==> config.mk <==
export PLATFORM = sky130hd
export DESIGN_NAME = wide_add_sequencer
export DESIGN_NICKNAME = d
export VERILOG_FILES = /design/src/rtl/wide_add_sequencer.sv
export SDC_FILE = /design/constraint.sdc
export NUM_CORES = 2
export LEC_CHECK = 0
export CAP_MARGIN = 0
export CORE_AREA = 2 2 376 378
export DETAILED_ROUTE_END_ITERATION = 8
export DIE_AREA = 0 0 378 380
export PLACE_DENSITY = 0.55
export SLEW_MARGIN = 0
export SYNTH_ARGS = -nofsm -noshare
export SYNTH_HDL_FRONTEND = slang
export SYNTH_SLANG_ARGS = --single-unit
==> constraint.sdc <==
create_clock -name clk -period 6.3 [get_ports clk]
set_input_delay 1.89 -clock clk [delete_from_list [all_inputs] [get_ports clk]]
set_output_delay 1.89 -clock clk [all_outputs]
set_load 0.005 [all_outputs]
### Where the registers sit

Scale: 1.5 px per um. Other sequential cells in the stronger grey, the rest of the logic in the fainter grey.
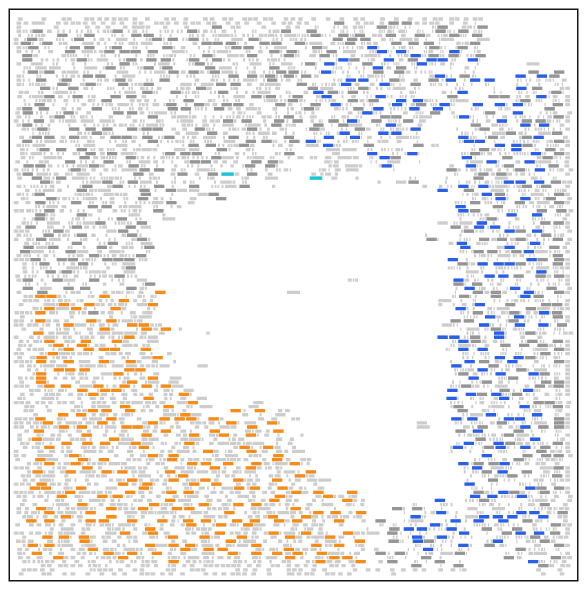
legend:
  orange:
    signal: `b_reg`
    sequential_cells: 256
  cyan:
    signal: `idx`
    sequential_cells: 2
  blue:
    signal: `work`
    sequential_cells: 192
not coloured: 518
register share of the cell area: 0.342
power in sequential cells: 6.59 mW
share of the core filled with cells: 0.407

### I/O nets highlighted

Scale: 1 px per um.
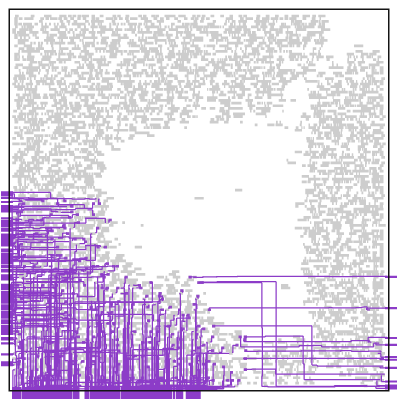
legend:
  purple:
    port: `in_b`
    bits: 256
    direction: input
    edge: 161 bottom, 84 left, 11 right
    end_cells: 256
    buffers: 256
    wire: 18700 um
Boundary Pins: 973
number of buffers added on ports: 972

### Metal layers overlaid

Scale: 1 px per um. Only two layers are drawn.
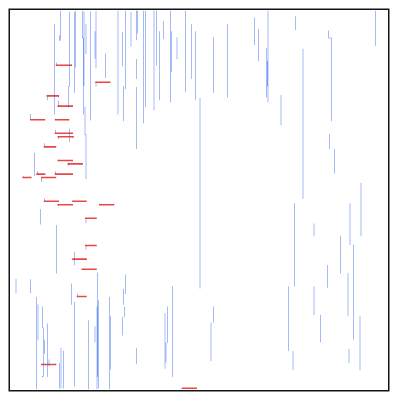
legend:
  blue:
    layer: metal 4
    wire_length: 5110 um
  red:
    layer: metal 5
    wire_length: 332 um
post-detailed-routing wire length: 167000 um
total number of vias: 37600

==> metrics.yaml <==
result_of_the_run: "complete, no violations"
clock_buffers_created_by_tritoncts: 108
combPwrFrac: 0.137
area_of_the_multi_input_gates_um2: 20500
power_frac_seq: 0.436
num_antenna_cells: 45
layout.cell_area.non_filler_um2: 56700
synth_top_cell_by_area: "sky130_fd_sc_hd__dfxtp_1"
timing.critical_path.slowest_cell_delay_ns: 0.60
met2WireLength_um: 77300
area_share_nonclk_buffers: 0.190
critPathMostFrequentCell: "sky130_fd_sc_hd__clkdlybuf4s50_1"
n_fill_cell: 14000
initialDrtViolationCount: 3128
critical_path_peak_fanout: 5
grtUsageMet3: 0.0657
num-multi-input-gates: 3191
post_cts.repair.setup_buffers: 0
final.min_clock_period_ns: 5.78
reg2regPathDepth: 6
yosysMostFrequentCell: "sky130_fd_sc_hd__dfxtp_1"
synthTopLogicFamily: "AND-OR/OR-AND gates"
timing.hold.worst.class: "flip-flop to flip-flop"
setup_viol: 0
gr-total-overflow: 0
synth_cell_types: 38
viasPerCell: 5.12
yosys_warnings: 0
slew_violations: 0
worst_pin_slew_ns: 1.15
grt_max_degree: 259
globalplace.congestion: 0.880
critPathBufInv: 3
ys_seq_share: 0.458
pwr_top: "registers"
mux_area_frac: 0.0686
n_all_inverters: 3
grt.met1_usage: 0.285
clock_tree_from_tritoncts: "done"
clk-insertion-delay-late_ns: 0.74
==> worst reg2reg max path, cell delays in order, from the launching register on <==
cell,delay (ns)
sky130_fd_sc_hd__dfxtp_4,0.84
sky130_fd_sc_hd__buf_4,0.54
sky130_fd_sc_hd__ha_1,0.61
sky130_fd_sc_hd__and3b_4,0.68
sky130_fd_sc_hd__buf_12,0.49
sky130_fd_sc_hd__nand2_1,0.51
sky130_fd_sc_hd__a21oi_1,0.16
==> cells in the final DEF (no fill, tap or decap), types with 3 or more instances in the layout <==
cell	synthesis	routed
sky130_fd_sc_hd__diode_2	0	45
sky130_fd_sc_hd__clkbuf_1	281	15
sky130_fd_sc_hd__clkinvlp_4	0	3
sky130_fd_sc_hd__buf_4	28	53
sky130_fd_sc_hd__dfxtp_1	968	966
sky130_fd_sc_hd__nand2b_4	0	3
sky130_fd_sc_hd__clkdlybuf4s50_1	0	970
sky130_fd_sc_hd__clkbuf_8	0	30
sky130_fd_sc_hd__clkbuf_16	0	112
sky130_fd_sc_hd__nor2_1	7	7
sky130_fd_sc_hd__nor3_1	3	3
sky130_fd_sc_hd__nand3_1	448	448
sky130_fd_sc_hd__xnor2_1	256	256
sky130_fd_sc_hd__o21ai_0	255	255
sky130_fd_sc_hd__a211oi_1	40	40
sky130_fd_sc_hd__bufinv_16	0	3
sky130_fd_sc_hd__mux4_2	128	128
sky130_fd_sc_hd__clkinv_2	0	32
sky130_fd_sc_hd__nand2_1	708	708
sky130_fd_sc_hd__ha_1	5	5
sky130_fd_sc_hd__nand4bb_4	0	3
sky130_fd_sc_hd__a211oi_2	218	218
sky130_fd_sc_hd__buf_12	22	31
sky130_fd_sc_hd__inv_1	3	3
sky130_fd_sc_hd__a21oi_1	965	965
sky130_fd_sc_hd__nor2b_1	129	128
No activity file was given, so power comes from the tool's default toggle rates.
